==> config.mk <==
export PLATFORM = sky130hd
export DESIGN_NAME = dct_inv_butterfly
export DESIGN_NICKNAME = d
export VERILOG_FILES = /design/src/rtl/dct_pkg.sv /design/src/rtl/dct_inv_lane.sv /design/src/rtl/dct_inv_butterfly.sv
export SDC_FILE = /design/constraint.sdc
export NUM_CORES = 1
export LEC_CHECK = 0
export CAP_MARGIN = 20
export CORE_MARGIN = 10
export CORE_UTILIZATION = 40
export CTS_CLUSTER_DIAMETER = 200
export DETAILED_ROUTE_END_ITERATION = 8
export GPL_ROUTABILITY_DRIVEN = 0
export PLACE_DENSITY = 0.63
export SYNTH_ARGS = -nofsm -noshare
export SYNTH_HDL_FRONTEND = slang
export SYNTH_SLANG_ARGS = --single-unit
==> constraint.sdc <==
create_clock -name clk -period 5.3 [get_ports clk]
set_clock_uncertainty 0.15 [all_clocks]
set_input_delay 0.53 -clock clk [delete_from_list [all_inputs] [get_ports clk]]
set_output_delay 0.53 -clock clk [all_outputs]
set_load 0.05 [all_outputs]
==> src/rtl/dct_pkg.sv <==
// Shared constants and sample types for the 8-point DCT datapath.
// Used by both the forward and the inverse butterfly stages.
package dct_pkg;

    localparam int DCT_N  = 8;
    localparam int DCT_IW = 9;
    localparam int DCT_OW = 8;

    typedef logic signed [DCT_OW-1:0] sample_t;
    typedef logic signed [DCT_IW-1:0] bfly_t;

    localparam sample_t DCT_SMAX = {1'b0, {(DCT_OW-1){1'b1}}};
    localparam sample_t DCT_SMIN = {1'b1, {(DCT_OW-1){1'b0}}};

endpackage

==> src/rtl/dct_inv_lane.sv <==
// One (sum, difference) pair to (x_k, x_{7-k}): round-half-up halving and
// clamp to the signed OW-bit range, with a clamp event output.
module dct_inv_lane #(
    parameter int IW = 9,
    parameter int OW = 8
) (
    input  logic signed [IW:0]   s,
    input  logic signed [IW:0]   d,
    output logic signed [OW-1:0] x_s,
    output logic signed [OW-1:0] x_d,
    output logic                 clamp
);

    localparam int WW = IW + 2;
    localparam logic signed [WW-1:0] MAXV = WW'((1 <<< (OW - 1)) - 1);
    localparam logic signed [WW-1:0] MINV = WW'(-(1 <<< (OW - 1)));
    localparam logic signed [WW-1:0] ONE  = WW'(1);

    logic signed [WW-1:0] s_h;
    logic signed [WW-1:0] d_h;
    logic                 s_hi, s_lo, d_hi, d_lo;

    // One guard bit above the IW+1 inputs keeps the +1 from overflowing
    assign s_h = (WW'(s) + ONE) >>> 1;
    assign d_h = (WW'(d) + ONE) >>> 1;

    always_comb begin
        s_hi = (s_h > MAXV);
        s_lo = (s_h < MINV);
        d_hi = (d_h > MAXV);
        d_lo = (d_h < MINV);

        x_s = s_h[OW-1:0];
        if (s_hi) x_s = MAXV[OW-1:0];
        if (s_lo) x_s = MINV[OW-1:0];

        x_d = d_h[OW-1:0];
        if (d_hi) x_d = MAXV[OW-1:0];
        if (d_lo) x_d = MINV[OW-1:0];

        clamp = s_hi | s_lo | d_hi | d_lo;
    end

endmodule

==> src/rtl/dct_inv_butterfly.sv <==
// Inverse stage-1 butterfly: two-stage valid/ready pipeline rebuilding x0..x7.
// Optional saturation event counter enabled by DCT_INV_SAT_CNT_EN.
module dct_inv_butterfly
    import dct_pkg::*;
#(
    parameter int IW = DCT_IW,
    parameter int OW = DCT_OW
) (
    input  logic                 clk,
    input  logic                 reset,
    input  logic                 in_valid,
    output logic                 in_ready,
    input  logic signed [IW-1:0] r0,
    input  logic signed [IW-1:0] r1,
    input  logic signed [IW-1:0] r2,
    input  logic signed [IW-1:0] r3,
    input  logic signed [IW-1:0] r4,
    input  logic signed [IW-1:0] r5,
    input  logic signed [IW-1:0] r6,
    input  logic signed [IW-1:0] r7,
    output logic                 out_valid,
    input  logic                 out_ready,
    output logic signed [OW-1:0] x0,
    output logic signed [OW-1:0] x1,
    output logic signed [OW-1:0] x2,
    output logic signed [OW-1:0] x3,
    output logic signed [OW-1:0] x4,
    output logic signed [OW-1:0] x5,
    output logic signed [OW-1:0] x6,
    output logic signed [OW-1:0] x7,
    output logic                 sat_flag
`ifdef DCT_INV_SAT_CNT_EN
    ,
    output logic [15:0]          sat_count
`endif
);

    logic signed [IW-1:0] r     [8];
    logic signed [IW:0]   s_q   [4];
    logic signed [IW:0]   d_q   [4];
    logic signed [OW-1:0] x_nxt [8];
    logic signed [OW-1:0] x_q   [8];
    logic [3:0]           clamp;
    logic                 a_valid;
    logic                 b_valid;
    logic                 b_ready;
    logic                 sat_q;

    assign r[0] = r0;
    assign r[1] = r1;
    assign r[2] = r2;
    assign r[3] = r3;
    assign r[4] = r4;
    assign r[5] = r5;
    assign r[6] = r6;
    assign r[7] = r7;

    assign b_ready  = !b_valid || out_ready;
    assign in_ready = !a_valid || b_ready;

    always_ff @(posedge clk or negedge reset) begin
        if (!reset) begin
            a_valid <= 1'b0;
            for (int k = 0; k < 4; k++) begin
                s_q[k] <= '0;
                d_q[k] <= '0;
            end
        end else begin
            if (in_ready) a_valid <= in_valid;
            if (in_valid && in_ready) begin
                for (int k = 0; k < 4; k++) begin
                    s_q[k] <= {r[k][IW-1], r[k]} + {r[7-k][IW-1], r[7-k]};
                    d_q[k] <= {r[k][IW-1], r[k]} - {r[7-k][IW-1], r[7-k]};
                end
            end
        end
    end

    for (genvar k = 0; k < 4; k++) begin : g_lane
        dct_inv_lane #(.IW(IW), .OW(OW)) u_lane (
            .s     (s_q[k]),
            .d     (d_q[k]),
            .x_s   (x_nxt[k]),
            .x_d   (x_nxt[7-k]),
            .clamp (clamp[k])
        );
    end

    // x only loads on a real transfer so it holds through bubbles and stalls
    always_ff @(posedge clk or negedge reset) begin
        if (!reset) begin
            b_valid <= 1'b0;
            sat_q   <= 1'b0;
            for (int i = 0; i < 8; i++) x_q[i] <= '0;
        end else if (b_ready) begin
            b_valid <= a_valid;
            if (a_valid) begin
                sat_q <= |clamp;
                for (int i = 0; i < 8; i++) x_q[i] <= x_nxt[i];
            end
        end
    end

    assign out_valid = b_valid;
    assign sat_flag  = sat_q;
    assign x0 = x_q[0];
    assign x1 = x_q[1];
    assign x2 = x_q[2];
    assign x3 = x_q[3];
    assign x4 = x_q[4];
    assign x5 = x_q[5];
    assign x6 = x_q[6];
    assign x7 = x_q[7];

`ifdef DCT_INV_SAT_CNT_EN
    logic [15:0] sat_cnt;

    always_ff @(posedge clk or negedge reset) begin
        if (!reset) begin
            sat_cnt <= '0;
        end else if (out_valid && out_ready && sat_flag && (sat_cnt != 16'hFFFF)) begin
            sat_cnt <= sat_cnt + 16'd1;
        end
    end

    assign sat_count = sat_cnt;
`endif

endmodule

### Gate-type map

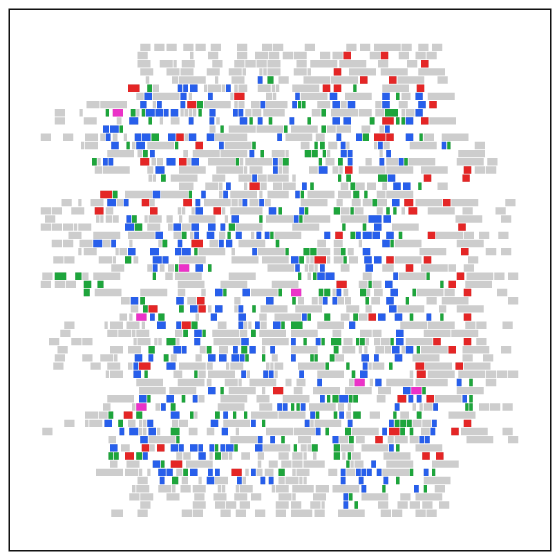
- blue: aoi and oai cells (cells 282)
- green: nand cells (cells 211)
- red: non-inverting ao/oa cells (cells 76)
- magenta: mux cells (cells 7)
non-filler cells in the finished layout: 1629
logic share of the area: 0.487
dominant logic cell type in the layout: sky130_fd_sc_hd__dfrtp_1

### Sequential cells coloured by netlist name

Bar = 50 um.
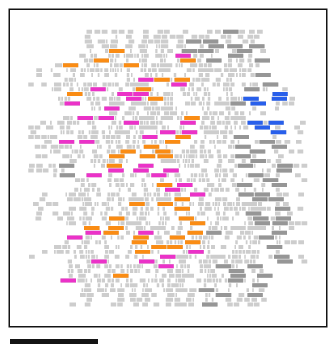
- blue: x4 (flops 8)
- orange: s_q (flops 40)
- magenta: d_q (flops 36)
- not coloured: 59
Flop+latch power: 0.00170 W
Seq. cell area: 0.00358 sq mm

### Routing congestion map

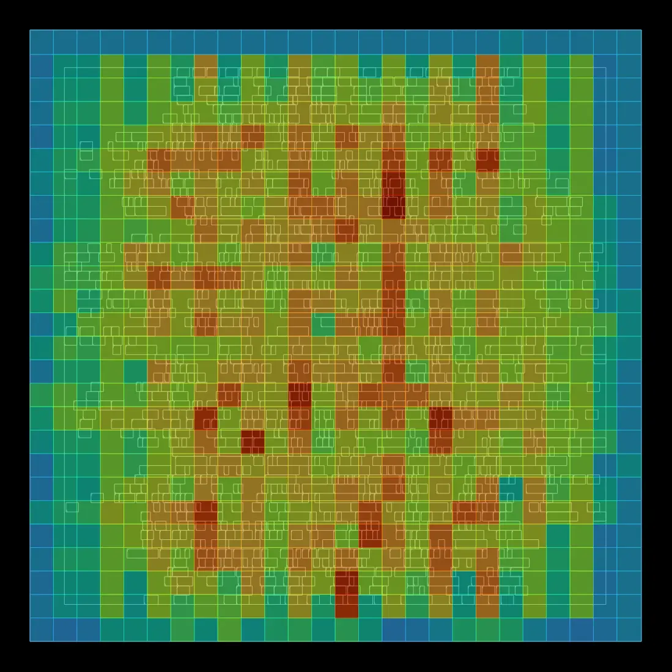
met1 global-route usage: 0.257
GR met3 Demand/Resource: 0.0363
most congested layer reported by global routing: met1

### Signal wires by layer

Two of the layers only.
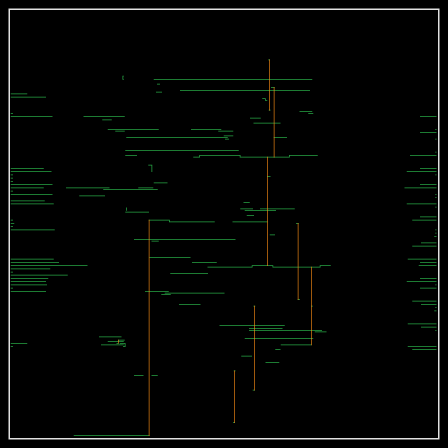
- green: M3 (wire length 1490 um)
- orange: M4 (wire length 309 um)
routed via count: 8868
Wirelength per Cell: 16.9 um
overall global routing resource usage: 0.167
final wirelength: 27500 um

-- registers in the layout (all words and copies together) (netlist names) --
name / flops
s_q: 40
d_q: 36
x0: 8
x1: 8
x2: 8
x3: 8
x4: 8
x5: 8
x6: 8
x7: 8
a_valid: 1
out_valid: 1
sat_flag: 1
-- through the flow --
step | std cells | total power (W)
finish | 1629 | 0.00494
global route | 1629 | 0.00524
CTS | 1629 | 0.00498
detailed placement | 1598 | 0.00374
global placement | 1598 | 0.00372
floorplan | 1174 | 0.00300
-- worst reg2reg max path: stages (launching register included) --
cell and delay [ns]:
sky130_fd_sc_hd__dfrtp_1 0.48, sky130_fd_sc_hd__nand3b_1 0.22, sky130_fd_sc_hd__nand2_4 0.80, sky130_fd_sc_hd__buf_4 0.61, sky130_fd_sc_hd__nor3_1 0.11, sky130_fd_sc_hd__a311oi_1 0.23, sky130_fd_sc_hd__nand3_1 0.10
-- worst paths after layout --
kind | cells after the start | to | slack [ns]
min in group clk | 2 | x3[7] | 0.32
worst max-delay path | 7 | d_q[17] | 2.43
worst max register to register | 6 | d_q[17] | 2.49
worst min-delay path | 1 | d_q[37] | 0.03
max in group asynchronous | 2 | s_q[26] | 3.76
worst min register to register | 2 | x3[7] | 0.32
-- power breakdown --
part / leakage (nW) / switching, W / internal [W]
clock: 0.289 / 0.000471 / 0.000761
combinational: 3.42 / 0.00126 / 0.000760
sequential: 1.74 / 0.000319 / 0.00138
total: 5.44 / 0.00205 / 0.00290
-- final cells by class --
| type | count | share of cell area |
|---|---|---|
| clock inverters | 10 | 0.0110 |
| well taps | 330 | 0.0331 |
| inverters | 96 | 0.0289 |
| multi-input cells | 883 | 0.487 |
| clock buffers | 21 | 0.0369 |
| flip-flops and latches | 143 | 0.287 |
| repair buffers | 146 | 0.116 |
==> job_summary.md <==
### Yosys + OpenROAD results

| Metric | Value |
|---|---|
| Status | `completed` |
| Final Slew Violations | `0` |
| Cells resized by post-CTS repair | `0` |
| Proportion of register bits with asynchronous set or reset after synthesis | `1.00` |
| Combined area of the multi-input logic cells | `a little over 0.006 sq mm` |
| Iteration count of the initial detailed-routing pass | `5` |
| Synthesized area divided by synthesized cell count | `roughly 8.7 sq um` |
| Area share, top type | `0.351` |
| Die extent in x | `180 um` |
| Worst-Skew Late Latency | `roughly 0.43 ns` |
| Core Box Area | `between 0.02 and 0.03 sq mm` |
| Maximum clock rate | `between 0.3 and 0.4 GHz` |
| Most frequent cells after synthesis | `sky130_fd_sc_hd__dfrtp_1, sky130_fd_sc_hd__nand2_1, sky130_fd_sc_hd__inv_1` |
| Dominant non-sequential cell family after synthesis | `AND-OR/OR-AND gates` |
| Fa+ha+maj area frac | `0.114` |
| Layout cells sized above 1 | `0.0416` |
| Clock slew at the register clock pins of the worst setup and hold paths | `about 0.070 ns` |
| CP Data Required Time | `~5.5 ns` |
| Setup Buffers After CTS | `0` |
| Top library cells by usage in the layout, fill and taps aside | `sky130_fd_sc_hd__dfrtp_1, sky130_fd_sc_hd__clkdlybuf4s50_1, sky130_fd_sc_hd__nand2_1` |
| Data arrival time of the worst path | `3.04 ns` |
| Number of instances in the synthesized netlist | `around 1200` |
| Start point of the critical path | `out_ready` |
| Number of violations reported at the end of detailed-routing iteration 0 | `~840` |
| Wire length on met1 | `around 15000 um` |
| Most frequently used cell type in the post-synthesis netlist | `sky130_fd_sc_hd__dfrtp_1` |
| Routed wl met3 | `about 1500 um` |
No activity file was given, so power comes from the tool's default toggle rates.
